**src/rtl/wbuf_drain_pkg.sv**
```systemverilog
// Shared definitions for the write-buffer drain: entry field layout and FSM state encoding.
// Entry layout is {addr, data, strb} with strb in the LSBs.
package wbuf_drain_pkg;

   typedef enum logic [1:0] {
      ST_IDLE    = 2'd0,
      ST_REQ     = 2'd1,
      ST_BACKOFF = 2'd2
   } state_t;

   function automatic int strb_lsb(input int w_data);
      return 0 * w_data;
   endfunction

   function automatic int data_lsb(input int w_data);
      return w_data / 8;
   endfunction

   function automatic int addr_lsb(input int w_data);
      return w_data + w_data / 8;
   endfunction

   function automatic int entry_width(input int w_addr, input int w_data);
      return w_addr + w_data + w_data / 8;
   endfunction

endpackage

```
**src/rtl/wbuf_drain_if.sv**
```systemverilog
// Memory write-request channel: the drain (master) issues valid + payload, memory (slave) returns ready.
interface wbuf_drain_if #(
   parameter int W_ADDR = 32,
   parameter int W_DATA = 32
);
   localparam int W_STRB = W_DATA / 8;

   logic              MemValid_o;
   logic [W_ADDR-1:0] MemAddr_o;
   logic [W_DATA-1:0] MemWData_o;
   logic [W_STRB-1:0] MemWStrb_o;
   logic              MemReady_i;

   modport master (
      output MemValid_o, MemAddr_o, MemWData_o, MemWStrb_o,
      input  MemReady_i
   );

   modport slave (
      input  MemValid_o, MemAddr_o, MemWData_o, MemWStrb_o,
      output MemReady_i
   );

endinterface

```
**src/rtl/wbuf_drain.sv**
```systemverilog
// Drains a write-buffer FIFO into a memory write port, one entry per cycle at best, with
// timeout/retry abort per entry; the FIFO pop and the entry capture happen in the same cycle.
module wbuf_drain
   import wbuf_drain_pkg::*;
#(
   parameter int W_ADDR     = 32,
   parameter int W_DATA     = 32,
   parameter int C_TIMEOUT  = 255,
   parameter int C_MAXRETRY = 3
)(
   input  logic                                    sClk_i,
   input  logic                                    snRst_i,
   input  logic                                    Empty_i,
   input  logic [entry_width(W_ADDR, W_DATA)-1:0]  ReadData_i,
   output logic                                    Read_o,
   input  logic                                    Stall_i,
   input  logic [W_ADDR-1:0]                       CompareAddr_i,
   output logic                                    HoldHit_o,
   output logic                                    Busy_o,
   output logic                                    Error_o,
   input  logic                                    ErrClr_i,
   wbuf_drain_if.master                            mem
);

   localparam int W_STRB   = W_DATA / 8;
   localparam int STRB_LSB = strb_lsb(W_DATA);
   localparam int DATA_LSB = data_lsb(W_DATA);
   localparam int ADDR_LSB = addr_lsb(W_DATA);
   localparam int W_TMO    = $clog2(C_TIMEOUT + 1);
   localparam int W_RTY    = $clog2(C_MAXRETRY + 1);

   localparam logic [W_TMO-1:0] TMO_LAST = W_TMO'(C_TIMEOUT - 1);
   localparam logic [W_RTY-1:0] RTY_MAX  = W_RTY'(C_MAXRETRY);

   state_t            state_q, state_d;
   logic [W_ADDR-1:0] hold_addr_q;
   logic [W_DATA-1:0] hold_data_q;
   logic [W_STRB-1:0] hold_strb_q;
   logic [W_TMO-1:0]  tmo_q;
   logic [W_RTY-1:0]  rty_q;
   logic              err_q;

   logic pop, can_pop, tmo_inc, tmo_clr, rty_inc, drop;

   // Gating with reset keeps the FIFO from losing an entry while the holds are being cleared.
   assign can_pop = !Empty_i && !Stall_i && snRst_i;

   always_comb begin
      state_d = state_q;
      pop     = 1'b0;
      tmo_inc = 1'b0;
      tmo_clr = 1'b0;
      rty_inc = 1'b0;
      drop    = 1'b0;
      case (state_q)
         ST_IDLE: begin
            if (can_pop) begin
               pop     = 1'b1;
               state_d = ST_REQ;
            end
         end
         ST_REQ: begin
            if (mem.MemReady_i) begin
               if (can_pop) pop = 1'b1;
               else         state_d = ST_IDLE;
            end else begin
               tmo_inc = 1'b1;
               if (tmo_q == TMO_LAST) begin
                  rty_inc = 1'b1;
                  state_d = ST_BACKOFF;
               end
            end
         end
         ST_BACKOFF: begin
            if (rty_q == RTY_MAX) begin
               drop    = 1'b1;
               state_d = ST_IDLE;
            end else begin
               tmo_clr = 1'b1;
               state_d = ST_REQ;
            end
         end
         default: state_d = ST_IDLE;
      endcase
   end

   always_ff @(posedge sClk_i) begin
      if (!snRst_i) begin
         state_q     <= ST_IDLE;
         hold_addr_q <= '0;
         hold_data_q <= '0;
         hold_strb_q <= '0;
         tmo_q       <= '0;
         rty_q       <= '0;
         err_q       <= 1'b0;
      end else begin
         state_q <= state_d;
         if (pop) begin
            hold_addr_q <= ReadData_i[ADDR_LSB +: W_ADDR];
            hold_data_q <= ReadData_i[DATA_LSB +: W_DATA];
            hold_strb_q <= ReadData_i[STRB_LSB +: W_STRB];
            tmo_q       <= '0;
            rty_q       <= '0;
         end else begin
            if (tmo_clr)      tmo_q <= '0;
            else if (tmo_inc) tmo_q <= tmo_q + W_TMO'(1);
            if (rty_inc)      rty_q <= rty_q + W_RTY'(1);
         end
         // A drop in the same cycle as a clear request must still be reported.
         if (drop)          err_q <= 1'b1;
         else if (ErrClr_i) err_q <= 1'b0;
      end
   end

   assign Read_o         = pop;
   assign Busy_o         = (state_q != ST_IDLE);
   assign HoldHit_o      = Busy_o && (hold_addr_q == CompareAddr_i);
   assign Error_o        = err_q;
   assign mem.MemValid_o = (state_q == ST_REQ);
   assign mem.MemAddr_o  = hold_addr_q;
   assign mem.MemWData_o = hold_data_q;
   assign mem.MemWStrb_o = hold_strb_q;

endmodule

```
**src/flat_wrapper.sv**
```systemverilog
// flat-port wrapper written by rule: the top's interface ports become plain ports
module wbuf_drain_flat import wbuf_drain_pkg::*;
#(
   parameter int W_ADDR     = 32,
   parameter int W_DATA     = 32,
   parameter int C_TIMEOUT  = 255,
   parameter int C_MAXRETRY = 3
)
  (sClk_i, snRst_i, Empty_i, ReadData_i, Read_o, Stall_i, CompareAddr_i, HoldHit_o, Busy_o, Error_o, ErrClr_i, mem_MemValid_o, mem_MemAddr_o, mem_MemWData_o, mem_MemWStrb_o, mem_MemReady_i);
  wbuf_drain_if #(.W_ADDR(W_ADDR), .W_DATA(W_DATA)) mem_i ();
  input  logic sClk_i;
  input  logic snRst_i;
  input  logic Empty_i;
  input  logic [entry_width(W_ADDR, W_DATA)-1:0] ReadData_i;
  output logic Read_o;
  input  logic Stall_i;
  input  logic [W_ADDR-1:0] CompareAddr_i;
  output logic HoldHit_o;
  output logic Busy_o;
  output logic Error_o;
  input  logic ErrClr_i;
  output wire logic [$bits(mem_i.MemValid_o)-1:0] mem_MemValid_o;
  output wire logic [$bits(mem_i.MemAddr_o)-1:0] mem_MemAddr_o;
  output wire logic [$bits(mem_i.MemWData_o)-1:0] mem_MemWData_o;
  output wire logic [$bits(mem_i.MemWStrb_o)-1:0] mem_MemWStrb_o;
  input wire logic [$bits(mem_i.MemReady_i)-1:0] mem_MemReady_i;
  assign mem_MemValid_o = mem_i.MemValid_o;
  assign mem_MemAddr_o = mem_i.MemAddr_o;
  assign mem_MemWData_o = mem_i.MemWData_o;
  assign mem_MemWStrb_o = mem_i.MemWStrb_o;
  assign mem_i.MemReady_i = mem_MemReady_i;
  wbuf_drain #(.W_ADDR(W_ADDR), .W_DATA(W_DATA), .C_TIMEOUT(C_TIMEOUT), .C_MAXRETRY(C_MAXRETRY)) u_core (.sClk_i(sClk_i), .snRst_i(snRst_i), .Empty_i(Empty_i), .ReadData_i(ReadData_i), .Read_o(Read_o), .Stall_i(Stall_i), .CompareAddr_i(CompareAddr_i), .HoldHit_o(HoldHit_o), .Busy_o(Busy_o), .Error_o(Error_o), .ErrClr_i(ErrClr_i), .mem(mem_i));
endmodule
```
**config.mk**
```make
export PLATFORM = sky130hd
export DESIGN_NAME = wbuf_drain_flat
export DESIGN_NICKNAME = d
export VERILOG_FILES = /design/src/rtl/wbuf_drain_pkg.sv /design/src/rtl/wbuf_drain_if.sv /design/src/rtl/wbuf_drain.sv /design/src/flat_wrapper.sv
export SDC_FILE = /design/constraint.sdc
export NUM_CORES = 1
export LEC_CHECK = 0
export CORE_ASPECT_RATIO = 1.25
export CORE_MARGIN = 2
export CORE_UTILIZATION = 39
export CTS_BUF_LIST = sky130_fd_sc_hd__clkbuf_16
export CTS_CLUSTER_SIZE = 24
export DETAILED_ROUTE_END_ITERATION = 10
export PLACE_DENSITY_LB_ADDON = 0.2
export SKIP_LAST_GASP = 1
export SYNTH_ARGS = -nofsm -noshare
export SYNTH_HDL_FRONTEND = slang
export SYNTH_SLANG_ARGS = --single-unit
```
**constraint.sdc**
```tcl
create_clock -name sClk_i -period 1.6 [get_ports sClk_i]
set_input_delay 0.24 -clock sClk_i [delete_from_list [all_inputs] [get_ports sClk_i]]
set_output_delay 0.24 -clock sClk_i [all_outputs]
set_load 0.05 [all_outputs]
```
==> flow_metrics.py <==
# Physical implementation metrics
metrics = {
    "timing": {
        "skew_ns": 0.00795,
        "fin_crit_ns": 2.04,
        "fin_setup_tns_ns": -0.436,
        "setup_slack_ns": -0.436,
        "slew_violations": 0,
        "tightest_slew_ns": 0.278,
        "setup_viol": 1,
    },
    "worst_setup_path": {
        "critPathMaxFanout": 1,
        "crit_type": "input pin to output pin",
        "cp.arrival_ns": 1.80,
        "worst_ep_required_time_ns": 1.36,
    },
    "detailed_routing": {
        "drc_errors": 0,
        "drtIter0Drc": 142,
        "dr.pass1.iters": 4,
        "drt_wl_total_um": 10300,
    },
    "global_routing": {
        "use_met1_pct": 24.9,
        "grt.total_usage_pct": 22.1,
        "first_global_vias": 3433,
    },
    "clock_network": {
        "cts.sinks": 81,
        "htree_levels": 3,
        "cts_buffers": 9,
        "cts_buffer_depth": 2,
    },
    "synthesis": {
        "ys_sh_aoi_pct": 11.2,
        "yosysTopAreaCell": "dfxtp_1",
        "synthesis.nets": 517,
        "synth.cell_area_mm2": 0.00330,
        "postSynthAreaPerCell_um2": 8.10,
    },
    "run": {
        "tool_warnings": 30,
        "cap_violations": 0,
    },
    "power_and_ir_drop": {
        "ir_drop_mv": 0.640,
    },
    "run_status": {
        "status": "complete, but fails checks",
        "violations": "setup timing",
    },
    "floorplan": {
        "die_h_um": 107,
        "rows": 37,
    },
    "layout": {
        "drive_gt1_share_pct": 27.3,
    },
    "placement": {
        "place_inst": 700,
    },
}
-- layer usage --
metal / share of wire, % / up-vias
met1: 40 / 1533
met4: 1.3 / 0
met5: 0 / -
met3: 8.6 / 10
met2: 50 / 137
li1: - / 1769
-- power breakdown --
| group | leakage, nW | internal (mW) | switching [mW] |
|---|---|---|---|
| clock | 0.161 | 1.45 | 0.790 |
| sequential | 0.673 | 2.07 | 0.0428 |
| combinational | 1.63 | 0.461 | 0.460 |
-- Yosys cell counts --
library cell / instances
a211oi_1: 1
a21oi_1: 69
a311oi_1: 1
and2_1: 2
and3_1: 1
and4_1: 1
buf_2: 8
buf_6: 2
clkbuf_1: 12
dfxtp_1: 81
ha_1: 3
inv_1: 2
inv_2: 2
mux2i_1: 1
nand2_1: 141
nand2_2: 1
nand2b_1: 2
nand3_1: 4
nand3b_1: 1
nand4_1: 6
nor2_1: 11
nor2b_1: 1
nor3_1: 3
nor3b_1: 1
nor4_1: 8
nor4b_4: 1
o311ai_1: 1
or2_2: 1
xnor2_1: 6
xor2_1: 34
-- per-stage QoR --
step                area, um2  setup WS [ns]
floorplan                3370         -0.270
global placement         5400         -0.476
detailed placement       5400         -0.466
CTS                      5780         -0.426
global route             5820         -0.522
finish                   5820         -0.436
-- repair_timing --
item	4_1_cts	5_1_grt
hold buffers	0	0
setup endpoints to repair	2	72
resized	6	4
setup buffers	6	3
pin swaps	10	1
-- layout by cell type (no fill, tap or decap), types with 10 or more instances in the layout --
master / instances
nor2_1: 11
clkdlybuf4s50_1: 101
nand2_1: 141
buf_4: 109
clkbuf_16: 10
buf_12: 10
a21oi_1: 69
xor2_1: 33
dfxtp_2: 21
dfxtp_1: 52
-- flip-flops by register name (all words and copies together), names as in the netlist --
name	flops
u_core.Error_o	1
u_core.mem.MemAddr_o	32
u_core.mem.MemWData_o	32
u_core.mem.MemWStrb_o	4
u_core.rty_q	2
u_core.state_q	2
u_core.tmo_q	8
-- cell families (layout without fill, tap and decap cells) --
group,count (synthesis),after routing
buf+inv,26,245
mux,1,1
fa+ha+maj,3,3
compound gates,72,72
flops,81,81
xor+xnor,40,40
simple gates,185,185
-- area by class of cell --
type / count / area [um2] / share of cell area [%]
flip-flops and latches: 81 / 1680 / 28.8
inverters: 4 / 15.0 / 0.258
well taps: 97 / 121 / 2.09
repair buffers: 226 / 2090 / 36.0
clock inverters: 5 / 77.6 / 1.33
clock buffers: 10 / 250 / 4.30
multi-input cells: 301 / 1580 / 27.2
-- worst paths after layout --
kind / from / endpoint / slack, ns / depth (start not counted)
setup / recovery: CompareAddr_i[9] / HoldHit_o / -0.44 / 6
hold / removal: snRst_i / u_core.rty_q[1]$_SDFFE_PP0P_ / 0.44 / 4
setup reg to reg: u_core.state_q[0]$_SDFFE_PN0P_ / u_core.tmo_q[1]$_SDFFE_PP0P_ / 0.12 / 7
hold reg to reg: u_core.mem.MemWData_o[29]$_SDFFE_PN0P_ / u_core.mem.MemWData_o[29]$_SDFFE_PN0P_ / 0.45 / 2
-- critical path: stages --
cell             delay (ns)
clkdlybuf4s50_1        0.42
xor2_1                 0.14
nor4_1                 0.30
nand4_1                0.26
nor4_4                 0.25
buf_12                 0.18
Figure 1. Gate families picked out.
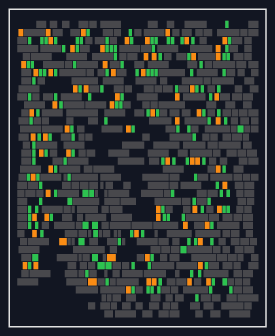
color	family	cells	where
green	NAND gates	155	widely spread
orange	inverting AOI/OAI gates	72	widely spread

Figure 2. Cell placement.
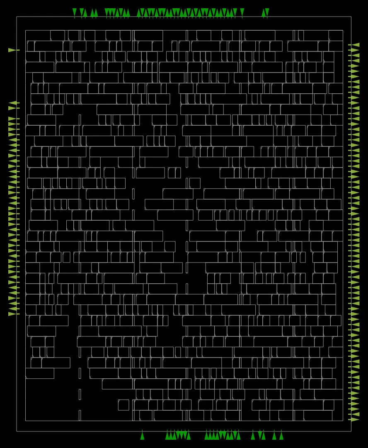
final std cells w/o fill: 724
num sequential: 81
Util after Layout: 70.6%
# fillers: 667
tap cell count: 97

Figure 3. Cell classes on the final placement.
The bar under the picture is 20 um long.
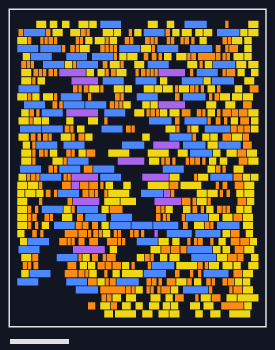
color	class	cells	share of their area
blue	flip-flops	81	29%
yellow	other buffers and delay cells	226	37%
orange	all other logic	305	28%
purple	clock drivers and dummy loads	15	5.8%

Figure 4. Metal 2.
Cells faint in the background.
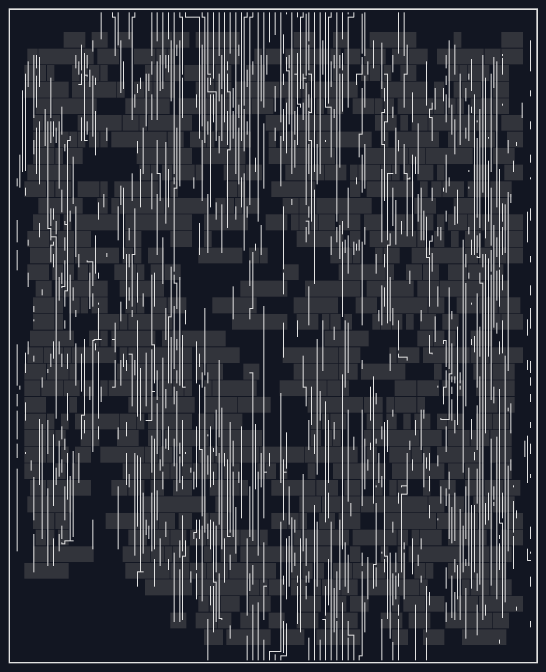
main direction	vertical
nets with wire on the layer	600

Power and IR drop assume default switching activity.
